<file path="config.mk">
export PLATFORM = sky130hd
export DESIGN_NAME = silife_frame_scheduler
export DESIGN_NICKNAME = d
export VERILOG_FILES = /design/src/rtl/silife_pkg.sv /design/src/rtl/silife_edge_detect.sv /design/src/rtl/silife_frame_scheduler.sv
export SDC_FILE = /design/constraint.sdc
export NUM_CORES = 1
export LEC_CHECK = 0
export CORE_MARGIN = 2
export CORE_UTILIZATION = 35
export DETAILED_ROUTE_END_ITERATION = 8
export GPL_TIMING_DRIVEN = 0
export HOLD_SLACK_MARGIN = 0.08
export PLACE_DENSITY = 0.72
export RECOVER_POWER = 50
export SLEW_MARGIN = 20
export SYNTH_ARGS = -nofsm -noshare
export SYNTH_HDL_FRONTEND = slang
export SYNTH_SLANG_ARGS = --single-unit
</file>
<file path="constraint.sdc">
create_clock -name clk -period 7.6 [get_ports clk]
set_input_delay 1.52 -clock clk [delete_from_list [all_inputs] [get_ports clk]]
set_output_delay 1.52 -clock clk [all_outputs]
set_load 0.02 [all_outputs]
</file>
<file path="src/rtl/silife_pkg.sv">
// Shared types and helpers for the Life frame scheduler.
package silife_pkg;

  typedef enum logic {
    ST_IDLE = 1'b0,
    ST_BUSY = 1'b1
  } sched_state_t;

  localparam int FRAME_BITS = 8;

  // Active level of vsync for a given polarity setting (0 = active-low pulse).
  function automatic logic vsync_active_level(input int pol);
    return (pol != 0);
  endfunction

  // An interval of 0 frames behaves as 1 frame per generation.
  function automatic logic [FRAME_BITS-1:0] interval_limit(input logic [FRAME_BITS-1:0] interval);
    return (interval == '0) ? FRAME_BITS'(1) : interval;
  endfunction

endpackage

</file>
<file path="src/rtl/silife_edge_detect.sv">
// Registered detector: one-cycle pulse when a level goes from inactive to active.
module silife_edge_detect #(
  parameter logic ACTIVE_LEVEL = 1'b1
) (
  input  logic clk,
  input  logic reset,
  input  logic level,
  output logic rise
);

  logic level_q;

  // Reset loads the inactive level so a held-active input reads as a fresh edge.
  always_ff @(posedge clk) begin
    if (reset) begin
      level_q <= ~ACTIVE_LEVEL;
      rise    <= 1'b0;
    end else begin
      level_q <= level;
      rise    <= (level == ACTIVE_LEVEL) && (level_q != ACTIVE_LEVEL);
    end
  end

endmodule

</file>
<file path="src/rtl/silife_frame_scheduler.sv">
// Paces Life generations against the VGA frame and arbitrates the cell row-select bus.
// state   | meaning
// ST_IDLE | no generation in flight; waits for a slot or a pending request at vsync
// ST_BUSY | generation in flight; engine may use the row bus outside VGA cell display
module silife_frame_scheduler
  import silife_pkg::*;
#(
  parameter  int HEIGHT    = 32,
  parameter  int VSYNC_POL = 0,
  parameter  int GEN_BITS  = 16,
  localparam int ROW_BITS  = $clog2(HEIGHT)
) (
  input  logic                clk,
  input  logic                reset,
  input  logic                i_vsync,
  input  logic                i_vga_active,
  input  logic [ROW_BITS-1:0] i_vga_row,
  input  logic                i_run,
  input  logic                i_step,
  input  logic [7:0]          i_interval,
  input  logic                i_clear,
  input  logic                i_eng_req,
  input  logic [ROW_BITS-1:0] i_eng_row,
  input  logic                i_step_done,
  output logic                o_step,
  output logic                o_eng_gnt,
  output logic [ROW_BITS-1:0] o_row_select,
  output logic                o_busy,
  output logic [GEN_BITS-1:0] o_generation,
  output logic                o_overrun
);

  logic                  frame_tick;
  logic [FRAME_BITS-1:0] frame_cnt;
  logic [FRAME_BITS-1:0] frame_lim;
  logic                  slot;
  logic                  pending;
  logic                  fire;
  sched_state_t          state;

  silife_edge_detect #(
    .ACTIVE_LEVEL(vsync_active_level(VSYNC_POL))
  ) u_vsync_edge (
    .clk  (clk),
    .reset(reset),
    .level(i_vsync),
    .rise (frame_tick)
  );

  // A compare of >= lets a shrunk interval wrap on the very next frame.
  assign frame_lim = interval_limit(i_interval);
  assign slot      = i_run & frame_tick & (frame_cnt >= (frame_lim - FRAME_BITS'(1)));
  assign fire      = (state == ST_IDLE) & (slot | (pending & frame_tick));

  always_ff @(posedge clk) begin
    if (reset) begin
      frame_cnt <= '0;
    end else if (!i_run) begin
      frame_cnt <= '0;
    end else if (frame_tick) begin
      frame_cnt <= slot ? '0 : frame_cnt + FRAME_BITS'(1);
    end
  end

  // One outstanding manual request; extra pulses are absorbed.
  always_ff @(posedge clk) begin
    if (reset) begin
      pending <= 1'b0;
    end else if (fire) begin
      pending <= 1'b0;
    end else if (i_step && !i_run) begin
      pending <= 1'b1;
    end
  end

  always_ff @(posedge clk) begin
    if (reset) begin
      state        <= ST_IDLE;
      o_step       <= 1'b0;
      o_busy       <= 1'b0;
      o_generation <= '0;
      o_overrun    <= 1'b0;
    end else begin
      o_step <= 1'b0;
      case (state)
        ST_IDLE: begin
          if (fire) begin
            o_step <= 1'b1;
            o_busy <= 1'b1;
            state  <= ST_BUSY;
          end
        end
        ST_BUSY: begin
          if (i_step_done) begin
            o_busy <= 1'b0;
            state  <= ST_IDLE;
          end
        end
      endcase

      if (i_clear) begin
        o_generation <= '0;
        o_overrun    <= 1'b0;
      end else if (state == ST_BUSY) begin
        if (i_step_done) o_generation <= o_generation + GEN_BITS'(1);
        if (slot)        o_overrun    <= 1'b1;
      end
    end
  end

  // Combinational so VGA wins the bus on the same cycle it enters the cell area.
  assign o_eng_gnt    = o_busy & i_eng_req & ~i_vga_active;
  assign o_row_select = o_eng_gnt ? i_eng_row : (i_vga_active ? i_vga_row : '0);

endmodule
</file>
Run 1, PDN straps and rails:
Bar = 20 um. Pins as bars on the die edge.
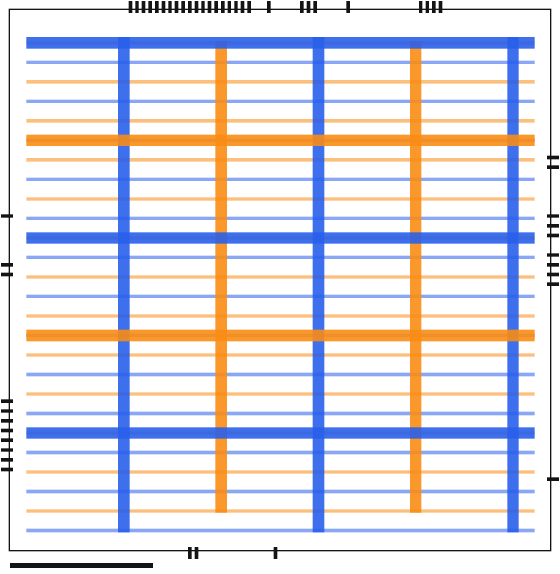
VSS: shown in blue. VDD: shown in orange.
26 met1 rails follow the rows. 5 straps on met4. 52 signal pins sit on the boundary. The core has 25 rows.

Run 1, placement by cell class:
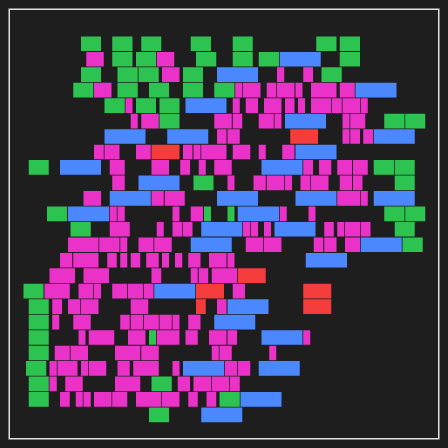
remaining buffers and delay cells: shown in green, cells 54, share of their area 22%. registers: shown in blue, cells 31, share of their area 26%. remaining logic cells: shown in magenta, cells 172, share of their area 48%. clock drivers and dummy loads: shown in red, cells 7, share of their area 3.7%.
cell area after layout: 2450 um^2
standard-cell rows: 25
utilization after layout: 50.9%

==> metrics.sh, run 1 <==
MAX-SLEW-MARGIN-REL_PCT=52.0
CRIT_TYPE='input port to register'
SYNTH.MUX.AREA_FRACTION_PCT=0.563
YS.WARNINGS.COUNT=0
POST_CTS_RESIZE_COUNT=0
SETUP.WORST_PATH.END_CLASS='register'
CLK_PIN_SLEW_WORST_SETUP_HOLD_PATHS_NS=0.06
GROUTE.USAGE.OVERALL_PCT=15.6
GRT.MET3_USAGE_PCT=4.37
SYNTHTOPCELLSBYAREA='sky130_fd_sc_hd__dfxtp_1, sky130_fd_sc_hd__ha_1, sky130_fd_sc_hd__nor2_1'
NUMBER_OF_CLOCK_SINKS=31
MAPPEDNETLISTAREA_UM2=1780
AREA.SHARE.COMBINATIONAL_PCT=44.6
ANTENNA_VIOLATING_NETS_POST_ROUTE=0
PIN_COUNT_OF_THE_BIGGEST_NET_ENTERING_GLOBAL_ROUTING=11
ANTENNA_FOUND_INITIAL=0
YOSYS_CELLS=206
CLOCK_TREE_FROM_TRITONCTS='built'
DETAILEDROUTE.FIRSTITERATIONVIOLATIONS=97
TIMING.CRITICAL_PATH.TO='frame_cnt[2]$_SDFFE_PP0P_'
POST-ROUTE-DRC-COUNT=0
YS_ASYNC_SR_FRACTION_PCT=0
MIN_PERIOD_OVER_PERIOD_PCT=63.7
YS.FLOP_TYPE='sky130_fd_sc_hd__dfxtp_1'
IO_PINS=52
CP_DATA_ARRIVAL_TIME_NS=4.97
PORTION_OF_THE_LAYOUT_CELL_AREA_USED_BY_CLOCK_CELLS_PCT=3.57
DOMINANT_POWER_GROUP='sequential cells'
REGISTER_WITH_THE_HIGHEST_FLOP_COUNT='o_generation'
SETUP.WORST_PATH.START_CLASS='input port'
MIN_TO='u_vsync_edge.rise$_SDFF_PP0_'
SYNTH_ADDER_AREA_SHARE_PCT=7.74
NUMBER_OF_CLOCK_BUFFERS_INSERTED_BY_TRITONCTS=5
CRIT_PATH_CELL_TRACE='clkdlybuf4s50_1 > or4_1 > nor3_1 > a21oi_1 > ha_1 > inv_1 > nor2_1 > xnor2_1 > ha_1 > nand4_1 > or2_2 > o32ai_1 > nor4_1'
NUM_TAP_CELLS=67
MULTIINPUTCOMBCELLCOUNT=160
POSTCTSHOLDBUFS=0
CAP_VIOLATIONS=0
AREA_INSIDE_THE_CORE_BOUNDARY_UM2=4820
FILLCELLCOUNT=483
DIE-AREA_UM2=5670
POWER.STATIC_LEAKAGE_nW=0.914
SEQUENTIAL_CELL_FRACTION_OF_TOTAL_POWER_PCT=48.8
TIMING.CRITICAL_PATH.BUF_INV=2
AREA_GROWTH_SYN_TO_FIN_PCT=37.8
SYNTHTOPLOGICFAMILY='simple AND/OR/NAND/NOR gates'
MAX_STAGE_DELAY_NS=0.61
CLOCK_TREE.HTREE_LEVEL_COUNT=2
BIGGESTREGSBYFLOPS='o_generation: 16 flops, frame_cnt: 8 flops'
WORST_PATH_MOST_REPEATED_CELL='sky130_fd_sc_hd__ha_1'
LARGEST_REG_FLOPS=16
POWER_CLOCK_mW=0.130
SEQ_AREA_SHARE_PCT=25.3
MAX_SLEW.WORST_PIN.SLEW_NS=0.718
MINIMUM_CLOCK_PERIOD_AFTER_LAYOUT_NS=4.84
FP_UTIL_PCT=36.9
GR-TOTAL-OVERFLOW=0
FINAL_CELL_MIX='sky130_fd_sc_hd__dfxtp_1, sky130_fd_sc_hd__clkdlybuf4s50_1, sky130_fd_sc_hd__nor2_1, sky130_fd_sc_hd__dlygate4sd3_1'
RSZ0062_AT_GRT='false'
GRT-BUSIEST-LAYER='met2'
REPORTED_SEQUENTIAL_GROUP_POWER_mW=0.165
ROUTED_WL_MET3_UM=151
FP_NETS=244
POSTSYNTHAREAPERCELL_UM2=8.64
WORST-PATH-MAX-FANOUT=5
NUMBER_OF_GLOBAL_ROUTE_VIAS_BEFORE_REPAIR=1601
AREA.COMBINATIONAL_UM2=1090
FLOP_AREA_UM2=621
DRIVE_ABOVE_1_SHARE_PCT=6.06
USE_MET2_PCT=26.1
STATUS='finished clean'
MAXSLEWVIOLCOUNT=0
WORSTREGTOREGCELLS=6
MIN_FROM='u_vsync_edge.level_q$_SDFF_PP1_'
CRIT_PATH_CELL_COUNT=13
YS_FF=31
COMB_POWER_SHARE_PCT=12.7
POST-CTS-SETUP-BUFFERS=0
Run 1, routed clock nets over the placement:
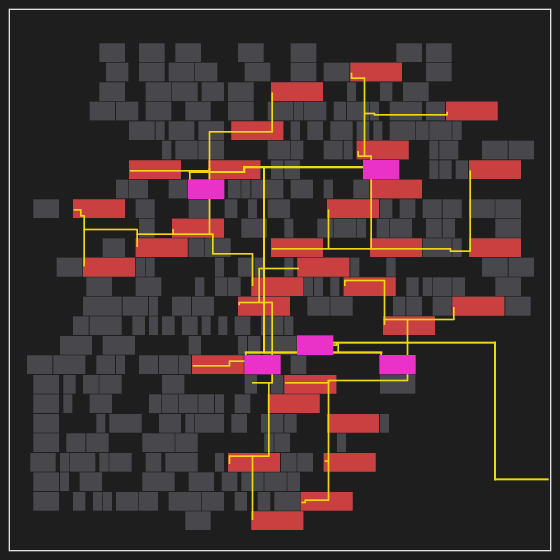
clock wires: shown in yellow, length 443 um. flip-flops: shown in red, count 31. clock-net drivers: shown in magenta, count 5.
There are 6 routed clock nets.
Final Skew: 0.00500 ns
power share of the clock group: 38.5%

## run 1: cell usage after synthesis (2+ instances only)
cell type,number
sky130_fd_sc_hd__and3_1,4
sky130_fd_sc_hd__a22o_1,5
sky130_fd_sc_hd__a32o_1,2
sky130_fd_sc_hd__inv_1,12
sky130_fd_sc_hd__clkbuf_1,2
sky130_fd_sc_hd__or2_2,4
sky130_fd_sc_hd__ha_1,11
sky130_fd_sc_hd__or4_1,5
sky130_fd_sc_hd__a2111oi_0,2
sky130_fd_sc_hd__nor2_1,22
sky130_fd_sc_hd__a21oi_1,10
sky130_fd_sc_hd__o32ai_1,2
sky130_fd_sc_hd__o31ai_1,8
sky130_fd_sc_hd__nand3b_1,2
sky130_fd_sc_hd__dfxtp_1,31
sky130_fd_sc_hd__nor3_1,9
sky130_fd_sc_hd__nand2b_1,3
sky130_fd_sc_hd__o21ai_0,2
sky130_fd_sc_hd__nand3_1,11
sky130_fd_sc_hd__or3_1,2
sky130_fd_sc_hd__xnor2_1,9
sky130_fd_sc_hd__o21a_1,2
sky130_fd_sc_hd__nand2_1,11
sky130_fd_sc_hd__nor4_1,4
sky130_fd_sc_hd__xor2_1,9
sky130_fd_sc_hd__nand4_1,6
## run 1: stage by stage
step / total power, mW / util (%) / cell area, um^2 / hold slack, ns / setup slack [ns]
after floorplan: 0.189 / - / 1780 / 0.392 / 3.39
after global placement: 0.212 / 49.3 / 2370 / 0.403 / 2.44
after detailed placement: 0.213 / 49.3 / 2370 / 0.419 / 2.42
after CTS: 0.344 / 51.1 / 2460 / 0.425 / 2.71
after global routing: 0.355 / 50.9 / 2450 / 0.435 / 2.44
final: 0.339 / 50.9 / 2450 / 0.415 / 2.76
Run 1, congestion heat map:
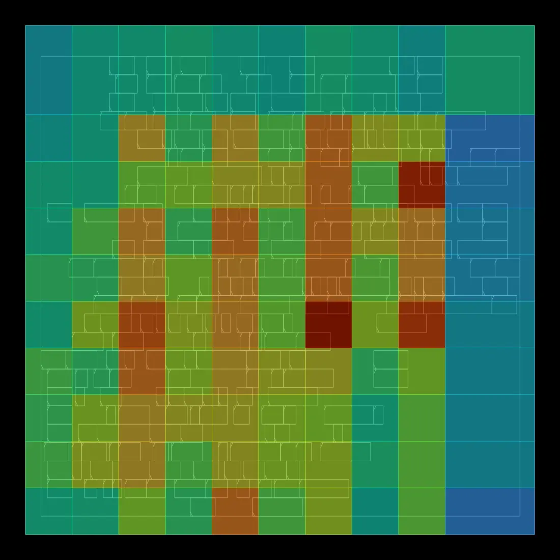

==> run 2, diff against run 1 <==
--- a/config.mk
+++ b/config.mk
@@ -10,7 +10,7 @@
 export DETAILED_ROUTE_END_ITERATION = 8
 export GPL_TIMING_DRIVEN = 0
 export HOLD_SLACK_MARGIN = 0.08
-export PLACE_DENSITY = 0.72
+export PLACE_DENSITY = 0.74
 export RECOVER_POWER = 50
 export SLEW_MARGIN = 20
 export SYNTH_ARGS = -nofsm -noshare
==> constraint.sdc (replaced) <==
create_clock -name clk -period 4.1 [get_ports clk]
set_input_delay 0.82 -clock clk [delete_from_list [all_inputs] [get_ports clk]]
set_output_delay 0.82 -clock clk [all_outputs]
set_load 0.02 [all_outputs]
Run 2, congestion heat map:
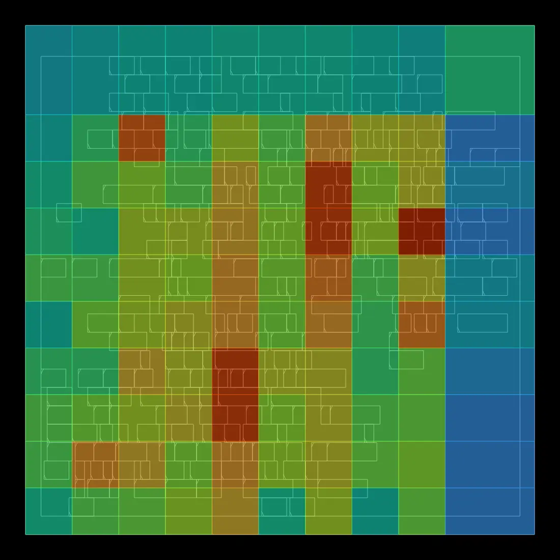
most used routing layer: met2
GR Layer Usage met3: 4.23%

Run 2, routed clock nets over the placement:
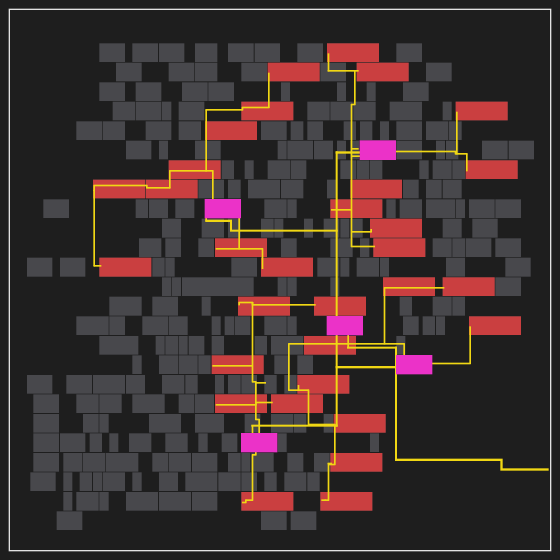
clock wires: shown in yellow, length 429 um. flip-flops: shown in red, count 31. clock-net drivers: shown in magenta, count 5.
There are 6 routed clock nets.
Final Skew: 0.00396 ns
power share of the clock group: 37.0%

==> run 2 against run 1 <==
- die size unchanged
- combinational power increased by 91%
- final area increased by 0.51%
- power increased by 82%
- sequential share of layout area decreased by 0.13 points
- worst setup slack got worse by 2.6 ns
- global-route usage increased by 0.13 points
- count of clock-buffer cells in the layout increased by 1
- clock power increased by 75%
- first-iteration DRC count decreased by 18%
==> metrics.sh, run 2 <==
NETSWITCHINGPOWER_mW=0.150
CRIT_PATH_CELL_TRACE='clkdlybuf4s50_1 > or4_1 > nor3_1 > a21oi_1 > ha_1 > inv_1 > nor2_1 > xnor2_1 > ha_1 > o21a_1 > a21oi_1 > o31ai_1 > a32o_1'
POWER.DENSITY_nW_PER_UM2=250
PLACED_CELLS=324
FINAL_CELL_MIX='sky130_fd_sc_hd__dfxtp_1, sky130_fd_sc_hd__clkdlybuf4s50_1, sky130_fd_sc_hd__nor2_1, sky130_fd_sc_hd__dlygate4sd3_1'
IO_PINS=52  # unchanged
STATUS='finished clean'
TOP_CELL_AREA_SHARE_PCT=34.9
WORST-PATH-MAX-FANOUT=4  # -1
FP_NETS=244  # unchanged
REGISTER_WITH_THE_HIGHEST_FLOP_COUNT='o_generation'
TIMING.CRITICAL_PATH.REQUIRED_NS=4.28
AREA_INSIDE_THE_CORE_BOUNDARY_UM2=4820  # unchanged
WHS_NS=0.417  # +0.00255 ns
GR-TOTAL-OVERFLOW=0  # unchanged
YS.WARNINGS.COUNT=0  # unchanged
MAX_STAGE_DELAY_NS=0.58  # -0.03 ns
CRIT_TYPE='input port to register'
DIE-AREA_UM2=5670  # unchanged
LAYOUT_TOP_CELL='sky130_fd_sc_hd__dfxtp_1'
TOP_AREA_CELL='sky130_fd_sc_hd__dfxtp_1'
TIMING.CRITICAL_PATH.MAX_DELAY_FAMILY='AND-OR/OR-AND gates'
CP_DATA_ARRIVAL_TIME_NS=4.08  # -0.89 ns
WIRE_LENGTH_OF_THE_FIRST_GLOBAL_ROUTING_PASS_UM=6960
MIN_FROM='u_vsync_edge.level_q$_SDFF_PP1_'
SETUP_TNS_NS=0
REPORTED_SEQUENTIAL_GROUP_POWER_mW=0.306  # +85%
MAX_SLEW.WORST_PIN.SLEW_NS=0.711  # -0.00736 ns
DRT-PASS1-ITER-COUNT=4
WIRELENGTH_UM=4250
DETAILEDPLACEMENTHPWL_UM=3280
ANTENNA_FOUND_INITIAL=0  # unchanged
PLACE_AREA_UM2=2370  # unchanged
CHIP_HEIGHT_UM=75.3
WORST-R2R-SETUP-SLACK_NS=1.79
YOSYS-STAT-AREA_UM2=1780
CLK_PIN_SLEW_WORST_SETUP_HOLD_PATHS_NS=0.06  # about the same
SYNTHTOPCELLSBYAREA='sky130_fd_sc_hd__dfxtp_1, sky130_fd_sc_hd__ha_1, sky130_fd_sc_hd__nor2_1'
DRT-WIRELENGTH-PER-CELL_UM=12.8
AREA_GROWTH_SYN_TO_FIN_PCT=38.5
NUMBER_OF_CLOCK_BUFFERS_INSERTED_BY_TRITONCTS=5  # unchanged
TIMING.CRITICAL_PATH.BUF_INV=2  # unchanged
YS_ASYNC_SR_FRACTION_PCT=0  # unchanged
VIA_COUNT=1719
POST_SYNTHESIS_SEQUENTIAL_AREA_RATIO_PCT=34.9
INSERTEDDIODECOUNT=0
POSTCTSHOLDBUFS=0  # unchanged
FP_UTIL_PCT=36.9  # unchanged
SETUP.WORST_PATH.START_CLASS='input port'
GROUTE.USAGE.OVERALL_PCT=15.7  # +0.13 points
RSZ0062_AT_GRT='false'
MAXSLEWVIOLCOUNT=0  # unchanged
FLOP_AREA_UM2=621  # unchanged
POSTSYNTHAREAPERCELL_UM2=8.64  # unchanged
SYNTHESIS.INSTANCES=206
DETAILEDROUTE.FIRSTITERATIONVIOLATIONS=80  # -18%
COMB_POWER_SHARE_PCT=13.3  # +0.6 points
SWITCHING_POWER_SHARE_OF_THE_TOTAL_PCT=24.4
CLK_PATH_BUF_DEPTH=2
POWER_REPORT.INTERNAL_TOTAL_mW=0.466
SETUP.WORST_PATH.END_CLASS='register'
LARGEST_REG_FLOPS=16  # unchanged
PORTBUFFERS=51
MINIMUM_CLOCK_PERIOD_AFTER_LAYOUT_NS=3.91
ENABLE_FLOP_CELLS=0
CRITPATHSLOWESTCELL='sky130_fd_sc_hd__or4_1'
YOSYS_CELLS=206  # unchanged
DIE_WIDTH_UM=75.3
FIN_AREA_UM2=2460  # +0.51%
ANTENNA_VIOLATING_NETS_POST_ROUTE=0  # unchanged
MAPPEDNETLISTAREA_UM2=1780  # unchanged
YOSYS.CELL_COUNT.TOP_TYPE='sky130_fd_sc_hd__dfxtp_1'
YS_FF=31  # unchanged
POST-ROUTE-DRC-COUNT=0  # unchanged
NUMBER_OF_GLOBAL_ROUTE_VIAS_BEFORE_REPAIR=1569  # -2.0%
WORSTSETUPSTARTPOINT='i_interval[2]'
NETS=302
SYNTH.CELLS.MOST_FREQUENT='sky130_fd_sc_hd__dfxtp_1, sky130_fd_sc_hd__nor2_1, sky130_fd_sc_hd__inv_1'
NUMBER_OF_CLOCK_SINKS=31  # unchanged
MAX-SLEW-MARGIN-REL_PCT=52.5  # +0.55 points
ROUTABILITYCONGESTION=0.791
REGTOREGSTARTPOINT='frame_cnt[0]$_SDFFE_PP0P_'
DOMINANT_POWER_GROUP='sequential cells'
FINALSETUPVIOLATIONS=0
CTSROOTBUFFERMASTER='sky130_fd_sc_hd__clkbuf_8'
MIN_PERIOD_OVER_PERIOD_PCT=95.3
PIN_COUNT_OF_THE_BIGGEST_NET_ENTERING_GLOBAL_ROUTING=11  # unchanged
POWER_CLOCK_mW=0.228  # +75%
COMB-POWER_mW=0.0822
REPORT.FINAL.HOLD_VIOL_COUNT=0
VIAS_PER_CELL=5.18
CLOCK_TREE_FROM_TRITONCTS='built'
YS.FLOP_TYPE='sky130_fd_sc_hd__dfxtp_1'
AREA.COMBINATIONAL_UM2=1110  # +1.7%
FINALNONFILLERCELLS=332
CAP_VIOLATIONS=0  # unchanged
SEQUENTIAL_CELL_FRACTION_OF_TOTAL_POWER_PCT=49.6  # +0.8 points
NUM_ROWS=25  # unchanged
POWER.STATIC_LEAKAGE_nW=0.910  # -0.43%
DRIVE_ABOVE_1_SHARE_PCT=6.04  # -0.023 points
HP-CLASS='register to register'
WORSTSKEWPAIRLATENCY_NS=0.28
P_TOTAL_mW=0.617  # +82%
BIGGESTREGSBYFLOPS='o_generation: 16 flops, frame_cnt: 8 flops'
CLOCK_TREE.HTREE_LEVEL_COUNT=2  # unchanged
POWER.IR.VDD_WORST_mV=0.107
FMAXACHIEVABLE_MHz=256
FILLCELLCOUNT=484  # +0.21%
run 2: per-stage QoR:
stage                     setup WS, ns  util (%)
after global placement          -0.349      49.3
after CTS                        0.173      51.1
final                            0.194      51.1
after global routing            0.0394      51.1
after detailed placement        -0.370      49.3
after floorplan                  0.586         -
run 2: path summary, 6_finish.rpt:
path,cells past startpoint,endpoint
setup / recovery,13,o_overrun$_SDFFE_PP0P_
hold / removal,2,u_vsync_edge.rise$_SDFF_PP0_
setup reg to reg,6,o_overrun$_SDFFE_PP0P_
hold reg to reg,2,u_vsync_edge.rise$_SDFF_PP0_
run 2: what timing repair did:
item                                    in CTS  in global routing
setup buffers                                0                  0
cloned                                       0                  0
resized                                      1                  1
endpoints found under the setup margin       5                  3
run 2: cell families (layout without fill, tap and decap cells):
kind of cell / after synthesis / in the layout / share of synthesized area (%)
AND-OR/OR-AND: 39 / 39 / 16.4
adder cells (fa/ha/maj): 11 / 11 / 7.74
XOR/XNOR: 18 / 18 / 8.86
buffers and inverters: 15 / 74 / 3.59
AND/OR/NAND/NOR: 91 / 91 / 28.0
flip-flops: 31 / 31 / 34.9
multiplexers: 1 / 1 / 0.563
run 2: routing by layer:
layer | track usage [%] | vias up | routed length [um]
li1 | - | 883 | -
met1 | 20.4 | 800 | 1940
met2 | 24.9 | 29 | 2110
met3 | 4.23 | 7 | 144
met4 | 6.04 | 0 | 53
met5 | 0 | - | 0
run 2: layout make-up:
class | instances | share of cell area [%]
clock inverter | 1 | 0.203
sequential | 31 | 25.2
buffer | 3 | 0.457
timing repair buffer | 51 | 20.7
inverter | 12 | 1.83
tap | 67 | 3.40
clock buffer | 7 | 3.10
multi-input combinational | 160 | 45.1
Run 2, routed metal, one colour a layer:
Bar = 20 um.
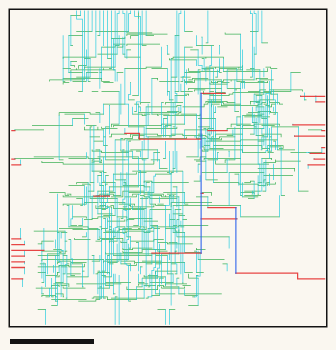

==> run 3, diff against run 2 <==
--- a/config.mk
+++ b/config.mk
@@ -5,12 +5,14 @@
 export SDC_FILE = /design/constraint.sdc
 export NUM_CORES = 1
 export LEC_CHECK = 0
+export ABC_AREA = 1
 export CORE_MARGIN = 2
-export CORE_UTILIZATION = 35
+export CORE_UTILIZATION = 43
+export CTS_CLUSTER_DIAMETER = 50
 export DETAILED_ROUTE_END_ITERATION = 8
 export GPL_TIMING_DRIVEN = 0
 export HOLD_SLACK_MARGIN = 0.08
-export PLACE_DENSITY = 0.74
+export PLACE_DENSITY = 0.87
 export RECOVER_POWER = 50
 export SLEW_MARGIN = 20
 export SYNTH_ARGS = -nofsm -noshare
Run 3, routed metal, one colour a layer:
Bar = 20 um.
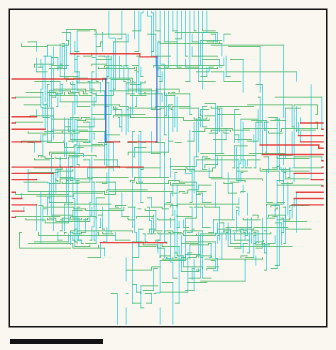
M2: shown in cyan, wire length 1910 um. M4: shown in blue, wire length 32.0 um. M3: shown in red, wire length 207 um. M1: shown in green, wire length 1710 um.
total global-route track usage: 17.7%
number of vias in the routed layout: 1678
total length of routed wires: 3860 um

Run 3, placement by cell class:
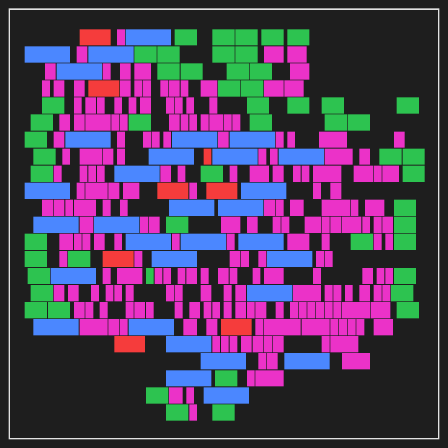
clock drivers and dummy loads: shown in red, cells 8, share of their area 4.3%. remaining buffers and delay cells: shown in green, cells 52, share of their area 22%. remaining logic cells: shown in magenta, cells 213, share of their area 47%. registers: shown in blue, cells 31, share of their area 26%.

==> run 3 against run 2 <==
- worst hold slack gained 0.0039 ns
- sequential power is essentially flat
- register-to-register slack gained 0.53 ns
- flip-flop count is the same
- fmax grew 17%
- clock power grew 15%
- worst setup slack gained 0.55 ns
- sequential share of layout area grew 0.60 points
- final area shrank 2.3%
- critical path type unchanged
- highest routed layer unchanged
==> metrics.sh, run 3 <==
CRIT_PATH_CELL_TRACE='clkdlybuf4s50_1 > inv_1 > nand2_1 > nor2_1 > a21oi_1 > ha_1 > nand3_1 > nor3_1 > xor2_1 > ha_1 > nand2_1 > o21a_1 > nand2_1 > nand2_1 > nand2_1 > nor3_1'
CLOCK_TREE.HTREE_LEVEL_COUNT=2  # unchanged
POST-ROUTE-DRC-COUNT=0  # unchanged
TOP_CELL_AREA_SHARE_PCT=34.9  # +0.049 points
MAXSLEWVIOLCOUNT=0  # unchanged
DRT-PASS1-ITER-COUNT=4  # unchanged
FINALSETUPVIOLATIONS=0  # unchanged
SETUP.WORST_PATH.START_CLASS='input port'
CLK_PIN_SLEW_WORST_SETUP_HOLD_PATHS_NS=0.06  # about the same
WORSTSKEWPAIRLATENCY_NS=0.28  # about the same
POST_CTS_RESIZE_COUNT=0  # -1
YS_FF=31  # unchanged
ROUTABILITYCONGESTION=0.776  # -1.9%
INSERTEDDIODECOUNT=0  # unchanged
CLK_PATH_BUF_DEPTH=2  # unchanged
VIAS_PER_CELL=4.74  # -8.5%
POSTLAYOUTSETUPSLACKWORST_NS=0.748  # +0.553 ns
GR-TOTAL-OVERFLOW=0  # unchanged
SYNTH_ADDER_AREA_SHARE_PCT=7.75  # +0.011 points
CRIT_TYPE='input port to register'
POWER.IR.VDD_WORST_mV=0.224  # +110%
FMAXACHIEVABLE_MHz=298  # +17%
SYNTHESIS.INSTANCES=245  # +19%
MAX_SLEW.WORST_PIN.SLEW_NS=0.441  # -0.269 ns
DETAILEDPLACEMENTHPWL_UM=3130  # -4.4%
YOSYS-STAT-AREA_UM2=1780  # -0.14%
DIE-AREA_UM2=4660  # -18%
YS_ASYNC_SR_FRACTION_PCT=0  # unchanged
DIE_WIDTH_UM=68.3  # -9.3%
REGISTER_WITH_THE_HIGHEST_FLOP_COUNT='o_generation'
SYNTH.CELLS.MOST_FREQUENT='sky130_fd_sc_hd__nand2_1, sky130_fd_sc_hd__inv_1, sky130_fd_sc_hd__dfxtp_1'
STATUS='finished clean'
POST_SYNTHESIS_SEQUENTIAL_AREA_RATIO_PCT=34.9  # +0.049 points
YS.WARNINGS.COUNT=0  # unchanged
DETAILEDROUTE.FIRSTITERATIONVIOLATIONS=49  # -39%
PORTBUFFERS=51  # unchanged
BIGGESTREGSBYFLOPS='o_generation: 16 flops, frame_cnt: 8 flops'
PIN_COUNT_OF_THE_BIGGEST_NET_ENTERING_GLOBAL_ROUTING=11  # unchanged
TIMING.CRITICAL_PATH.MAX_DELAY_FAMILY='simple AND/OR/NAND/NOR gates'
DRIVE_ABOVE_1_SHARE_PCT=6.58  # +0.54 points
REPORT.FINAL.HOLD_VIOL_COUNT=0  # unchanged
CHIP_HEIGHT_UM=68.3  # -9.3%
WIRE_LENGTH_OF_THE_FIRST_GLOBAL_ROUTING_PASS_UM=6180  # -11%
CTSROOTBUFFERMASTER='sky130_fd_sc_hd__clkbuf_8'
LAYOUT_TOP_CELL='sky130_fd_sc_hd__nand2_1'
NUM_ROWS=23  # -8.0%
MINIMUM_CLOCK_PERIOD_AFTER_LAYOUT_NS=3.35  # -0.553 ns
TOP_AREA_CELL='sky130_fd_sc_hd__dfxtp_1'
HP-CLASS='register to register'
SETUP_TNS_NS=0  # unchanged
NUMBER_OF_CLOCK_BUFFERS_INSERTED_BY_TRITONCTS=5  # unchanged
CAP_VIOLATIONS=0  # unchanged
MAX-SLEW-MARGIN-REL_PCT=70.5  # +18 points
CLOCK_TREE_FROM_TRITONCTS='built'
ENABLE_FLOP_CELLS=0  # unchanged
SYNTHTOPLOGICFAMILY='simple AND/OR/NAND/NOR gates'
XOR_SHARE_PCT=3.94  # -4.9 points
PLACE_AREA_UM2=2350  # -1.0%
MAPPEDNETLISTAREA_UM2=1780  # -0.14%
YOSYS.CELL_COUNT.TOP_TYPE='sky130_fd_sc_hd__nand2_1'
YS.FLOP_TYPE='sky130_fd_sc_hd__dfxtp_1'
RSZ0062_AT_GRT='false'
WORST-PATH-MAX-FANOUT=8  # +4
AREA_GROWTH_SYN_TO_FIN_PCT=35.4
FLOP_AREA_UM2=621  # unchanged
TIMING.CRITICAL_PATH.BUF_INV=2  # unchanged
SETUP.WORST_PATH.END_CLASS='register'
-- run 3: where the power goes --
group	internal, mW	switching, mW
registers	0.304	0.00236
clock network	0.153	0.109
logic	0.0418	0.0346
total	0.499	0.146
-- run 3: per-stage QoR --
stage / total power, mW / std cells / hold slack, ns
after floorplan: 0.349 / 245 / 0.392
after global placement: 0.389 / 346 / 0.398
after detailed placement: 0.391 / 346 / 0.414
after CTS: 0.652 / 354 / 0.423
after global routing: 0.670 / 354 / 0.445
final: 0.645 / 354 / 0.421
-- run 3: final cells by class --
type | instances | share of cell area (%)
plain buffers | 1 | 0.156
inverters | 45 | 7.02
repair buffers | 51 | 21.2
well taps | 50 | 2.60
multi-input cells | 168 | 39.1
flip-flops and latches | 31 | 25.8
clock buffers | 8 | 4.16
-- run 3: worst paths after layout --
| kind | startpoint | to | slack [ns] | cells after the start |
|---|---|---|---|---|
| max | i_interval[2] | frame_cnt[5]$_SDFFE_PP0P_ | 0.75 | 16 |
| min | u_vsync_edge.level_q$_SDFF_PP1_ | u_vsync_edge.rise$_SDFF_PP0_ | 0.42 | 2 |
| max reg2reg | state$_SDFF_PP0_ | o_generation[15]$_SDFFE_PP0P_ | 2.32 | 9 |
| min reg2reg | u_vsync_edge.level_q$_SDFF_PP1_ | u_vsync_edge.rise$_SDFF_PP0_ | 0.42 | 2 |
-- run 3: kinds of logic after synthesis --
group	count (synthesis)
AOI/OAI and AO/OA	38
xor gates and xnor gates	8
adders and majority gates	11
buffers and inverters	46
DFF	31
and+or+nand+nor	111
-- run 3: metal layers --
metal  global-route usage, %  up-vias  part of all wire (%)
met1                    19.6      744                    44
met5                       0        -                     0
met4                    6.50        0                  0.80
met3                    5.92        4                   5.4
li1                        -      897                     -
met2                    31.1       33                    50
Power and IR drop assume default switching activity.
